File: src/rtl/ds1124_serial_ctrl.sv
// ds1124_serial_ctrl: host-side 3-wire serial controller for a DS1124 delay line.
// Writes shift a new tap value out; reads shift the value in and echo it back.
module ds1124_serial_ctrl #(
   parameter int CLK_DIV = 4
) (
   input  logic       clk,
   input  logic       rst_n,
   input  logic [7:0] delay_value,
   input  logic       en,
   input  logic       read_delay,
   output logic       ready,
   output logic [7:0] current_delay,
   output logic       read_valid,
   output logic       ds1124_clk,
   output logic       ds1124_d,
   output logic       ds1124_e,
   input  logic       ds1124_q
);
   localparam int CW = (CLK_DIV < 2) ? 1 : $clog2(CLK_DIV);
   localparam logic [1:0] IDLE    = 2'd0;
   localparam logic [1:0] SHIFT   = 2'd1;
   localparam logic [1:0] HOLD    = 2'd2;
   localparam logic [1:0] RECOVER = 2'd3;

   if (CLK_DIV < 2) begin : g_bad_div
      $fatal(1, "ds1124_serial_ctrl: CLK_DIV must be >= 2");
   end

   logic [1:0]    state_q, state_d;
   logic [CW-1:0] cnt_q, cnt_d;
   logic          ph_q, ph_d;
   logic [2:0]    bit_q, bit_d;
   logic [7:0]    sr_q, sr_d;
   logic          rd_q, rd_d;
   logic          ready_q, ready_d;
   logic          e_q, e_d;
   logic          sclk_q, sclk_d;
   logic          d_q, d_d;
   logic [7:0]    cur_q, cur_d;
   logic          rv_q, rv_d;
   logic          last;

   assign last = cnt_q == CW'(CLK_DIV - 1);

   always_comb begin
      state_d = state_q;
      cnt_d   = last ? '0 : cnt_q + CW'(1);
      ph_d    = ph_q;
      bit_d   = bit_q;
      sr_d    = sr_q;
      rd_d    = rd_q;
      ready_d = ready_q;
      e_d     = e_q;
      sclk_d  = sclk_q;
      d_d     = d_q;
      cur_d   = cur_q;
      rv_d    = 1'b0;
      case (state_q)
         IDLE: begin
            cnt_d = '0;
            if (ready_q && (en || read_delay)) begin
               state_d = SHIFT;
               ready_d = 1'b0;
               e_d     = 1'b1;
               ph_d    = 1'b0;
               bit_d   = 3'd0;
               rd_d    = !en;
               sr_d    = en ? delay_value : 8'h00;
               d_d     = en ? delay_value[7] : 1'b0;
            end
         end
         SHIFT: begin
            // Read: capture Q early in the low phase and echo it so E-fall restores the value.
            if (rd_q && !ph_q && cnt_q == '0) begin
               sr_d = {sr_q[6:0], ds1124_q};
               d_d  = ds1124_q;
            end
            if (last) begin
               ph_d   = !ph_q;
               sclk_d = !ph_q;
               if (ph_q) begin
                  bit_d = bit_q + 3'd1;
                  if (!rd_q) begin
                     sr_d = {sr_q[6:0], 1'b0};
                     d_d  = sr_q[6];
                  end
                  if (bit_q == 3'd7) state_d = HOLD;
               end
            end
         end
         HOLD: begin
            if (last) begin
               state_d = RECOVER;
               e_d     = 1'b0;
               d_d     = 1'b0;
            end
         end
         default: begin
            if (last) begin
               state_d = IDLE;
               ready_d = 1'b1;
               cur_d   = rd_q ? sr_q : cur_q;
               rv_d    = rd_q;
            end
         end
      endcase
   end

   always_ff @(posedge clk or negedge rst_n) begin
      if (!rst_n) begin
         state_q <= IDLE;
         cnt_q   <= '0;
         ph_q    <= 1'b0;
         bit_q   <= 3'd0;
         sr_q    <= 8'h00;
         rd_q    <= 1'b0;
         ready_q <= 1'b1;
         e_q     <= 1'b0;
         sclk_q  <= 1'b0;
         d_q     <= 1'b0;
         cur_q   <= 8'h00;
         rv_q    <= 1'b0;
      end else begin
         state_q <= state_d;
         cnt_q   <= cnt_d;
         ph_q    <= ph_d;
         bit_q   <= bit_d;
         sr_q    <= sr_d;
         rd_q    <= rd_d;
         ready_q <= ready_d;
         e_q     <= e_d;
         sclk_q  <= sclk_d;
         d_q     <= d_d;
         cur_q   <= cur_d;
         rv_q    <= rv_d;
      end
   end

   assign ready         = ready_q;
   assign current_delay = cur_q;
   assign read_valid    = rv_q;
   assign ds1124_clk    = sclk_q;
   assign ds1124_d      = d_q;
   assign ds1124_e      = e_q;
endmodule

File: config.mk
export PLATFORM = sky130hd
export DESIGN_NAME = ds1124_serial_ctrl
export DESIGN_NICKNAME = d
export VERILOG_FILES = /design/src/rtl/ds1124_serial_ctrl.sv
export SDC_FILE = /design/constraint.sdc
export NUM_CORES = 1
export LEC_CHECK = 0
export CORE_ASPECT_RATIO = 0.9
export CORE_MARGIN = 2
export CORE_UTILIZATION = 56
export DETAILED_ROUTE_END_ITERATION = 16
export PLACE_DENSITY = 0.8
export SYNTH_ARGS = -nofsm -noshare
export SYNTH_HDL_FRONTEND = slang
export SYNTH_SLANG_ARGS = --single-unit
File: constraint.sdc
create_clock -name clk -period 2.3 [get_ports clk]
set_input_delay 0.23 -clock clk [delete_from_list [all_inputs] [get_ports clk]]
set_output_delay 0.23 -clock clk [all_outputs]
set_load 0.01 [all_outputs]
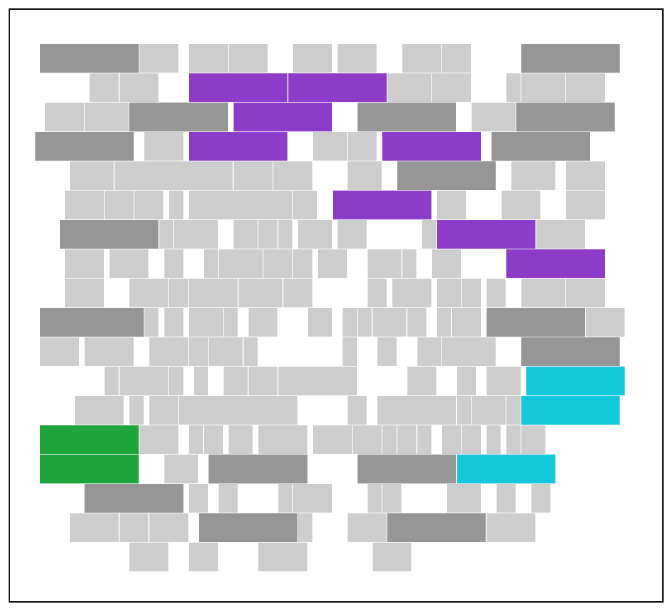
Figure 1: run 1, sequential cells colored by netlist name.
Key: cyan = bit_q [placed flops 3]; purple = sr_q [placed flops 8]; green = state_q [placed flops 2]
Another 17 sequential cells are not colored.

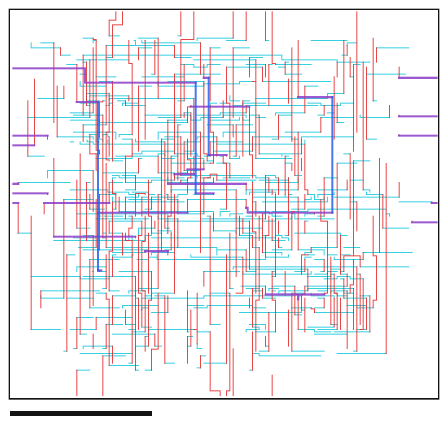
Figure 2: run 1, routed metal, one color a layer.
The bar under the picture is 20 um long.
Key: purple = M3 [wire length 158 um]; cyan = M1 [wire length 1,500 um]; red = M2 [wire length 1,670 um]; blue = M4 [wire length 66.6 um]
final wirelength: 3400 um
WL/cell: 15.7 um
gr usage total: 0.239
vias: 1,262

==> results.json, run 1 <==
{
  "postPlaceCellArea_mm2": 0.00189,
  "post-place-ws_ps": 446,
  "finClkSkew_ps": 9.07,
  "lay_top_count": "dfrtp_1",
  "critPathMaxFanout": 14,
  "warning_count": 30,
  "clock_power_uw": 557,
  "chip_area_mm2": 0.00331,
  "hold_violations": 0,
  "cp-end-kind": "flop",
  "ctsResizeCount": 0,
  "max_freq_mhz": 537,
  "min_period_ps": 1860,
  "routed_via_density": 5.84,
  "dr.pass1.iters": 4,
  "regArea_um2": 752,
  "path_buffers": 2,
  "fillers": 224,
  "ctsHtreeMaxLevel": 2,
  "postLayoutCellArea_mm2": 0.00200,
  "synthArstFlopShare": 1.00,
  "cts_sinks": 30,
  "nNonClkBuffers": 29,
  "m1WireLength_um": 1500,
  "status": "finished clean",
  "sh_comb_area": 0.387,
  "finalNetCount": 196,
  "mux_share": 0.0685,
  "pg_seq_uw": 875,
  "wl_met2_um": 1670,
  "syn-num-nets": 165,
  "synthTopCellsByArea": "dfrtp_1 (45%), ha_1 (6.2%), mux2_2 (5.6%)",
  "hold_buffers": 0,
  "rsz0062_at_grt": "no",
  "synth-simple-area-share": 0.122,
  "tightest_slew_ps": 503,
  "avgSynthCellArea_um2": 11.2,
  "slew_headroom": 0.665
}
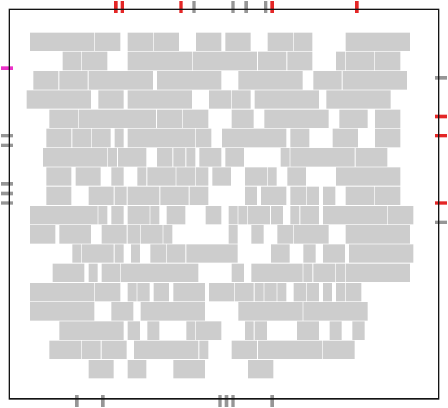
Figure 3: run 1, ports around the boundary.
Pins as bars across the die edge, other pins in gray.
Key: red = current_delay [pins 8, direction output, edge 5 north, 3 east]; magenta = clk [pins 1, direction input, edge west]
All pins by edge: 9 north, 6 west, 6 south, 5 east.

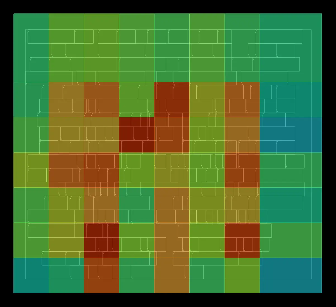
Figure 4: run 1, track usage over the die.
final core occ: 0.729
M2 GR Usage: 0.380
GR met1 Demand/Resource: 0.294

Figure 5. Clock wires, drivers and flops (run 1).
The bar under the picture is 20 um long.
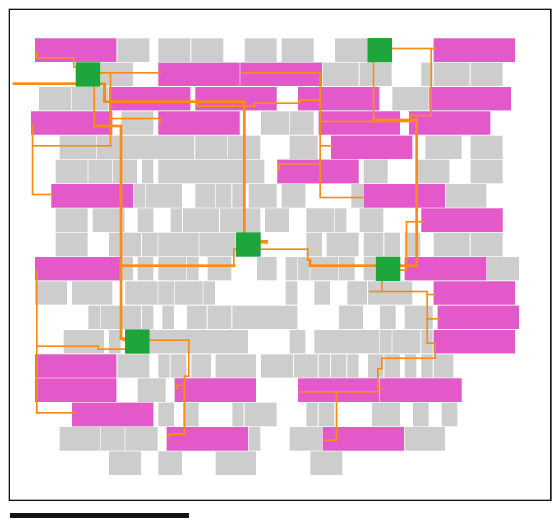

==> run 2: changes to the inputs <==
- CORE_UTILIZATION: 56 -> 47
- PLACE_DENSITY: 0.8 -> 0.71
- clock period: 2.3 -> 1.7 ns (I/O delays scaled with it)
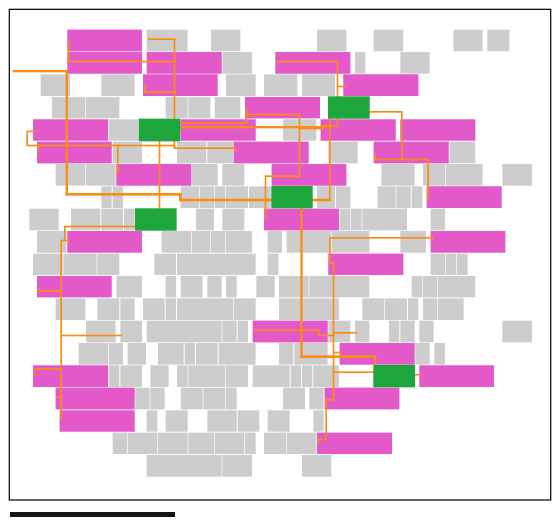
Figure 6: run 2, clock wires, drivers and flops.
The bar under the picture is 20 um long.
Key: green = clock-net drivers [count 5]; orange = clock wires [length 400 um]; magenta = flip-flops [count 30]
Position of the flops: spread over the die. There are 6 routed clock nets.
clk ins delay skew pair: 280 ps
Fin Clk Skew: 5.05 ps

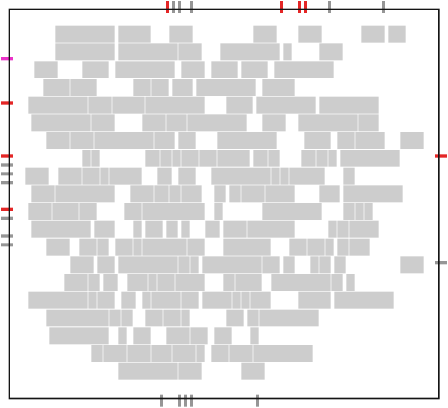
Figure 7: run 2, ports around the boundary.
Pins as bars across the die edge, other pins in gray.
Key: red = current_delay [pins 8, direction output, edge 4 north, 3 west, 1 east]; magenta = clk [pins 1, direction input, edge west]
All pins by edge: 10 west, 9 north, 5 south, 2 east.
IO buf count: 25
die height: 59.5 um
DIE WIDTH: 65.6 um

==> results.json, run 2 <==
{
  "fillers": 265,
  "synthTopCellsByArea": "dfrtp_1 (45%), ha_1 (6.2%), mux2_2 (5.6%)",
  "wl_per_cell_um": 15.3,
  "max_freq_mhz": 626,
  "cp-end-kind": "flop",
  "wl_met2_um": 1730,
  "avgSynthCellArea_um2": 11.2,
  "status": "finished clean",
  "synth-simple-area-share": 0.122,
  "path_buffers": 1,
  "grtUsageTotal": 0.209,
  "finalNetCount": 210,
  "mux_share": 0.0685,
  "regArea_um2": 752,
  "vias": 1272,
  "tightest_slew_ps": 388,
  "nNonClkBuffers": 43,
  "critPathMaxFanout": 5,
  "m1WireLength_um": 1680,
  "routed_via_density": 5.44,
  "postPlaceCellArea_mm2": 0.00200,
  "hold_violations": 0,
  "wl_um": 3580,
  "slew_headroom": 0.741,
  "synthArstFlopShare": 1.00,
  "ctsResizeCount": 2,
  "sh_comb_area": 0.380
}
==> run 3: changes to the inputs <==
- CORE_MARGIN: 2 -> 10
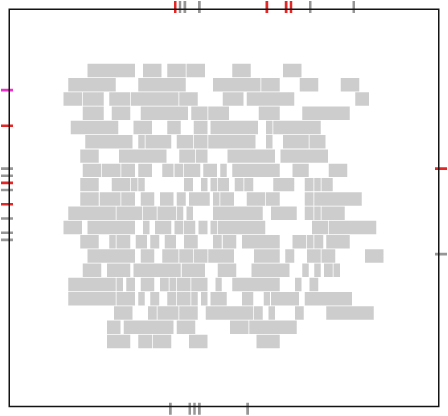
Figure 8: run 3, ports around the boundary.
Pins as bars across the die edge, other pins in gray.
Key: magenta = clk [pins 1, direction input, edge west]; red = current_delay [pins 8, direction output, edge 4 north, 3 west, 1 east]
All pins by edge: 10 west, 9 north, 5 south, 2 east.
DIE WIDTH: 81.6 um
die height: 75.5 um

==> results.json, run 3 <==
{
  "min_period_ps": 1620,
  "status": "finished clean",
  "warning_count": 31,
  "vias": 1248,
  "hold_violations": 0,
  "final_util": 0.635,
  "cp-end-kind": "flop",
  "wl_um": 3700,
  "grtUsageMet2": 0.219,
  "ctsResizeCount": 2,
  "synthArstFlopShare": 1.00,
  "avgSynthCellArea_um2": 11.2,
  "mux_share": 0.0685,
  "sh_comb_area": 0.380,
  "postPlaceCellArea_mm2": 0.00199,
  "regArea_um2": 752,
  "postLayoutCellArea_mm2": 0.00211,
  "finalNetCount": 209,
  "routed_via_density": 5.36,
  "wl_met2_um": 1780,
  "slew_headroom": 0.736,
  "dr.pass1.iters": 4,
  "ctsHtreeMaxLevel": 2,
  "m1WireLength_um": 1670
}
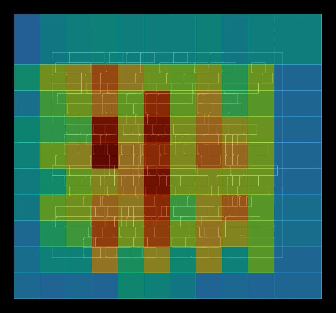
Figure 9: run 3, track usage over the die.
WL/cell: 15.9 um
GR Layer Usage met3: 0.0495
gr busiest metal: met2
GR met1 Demand/Resource: 0.145

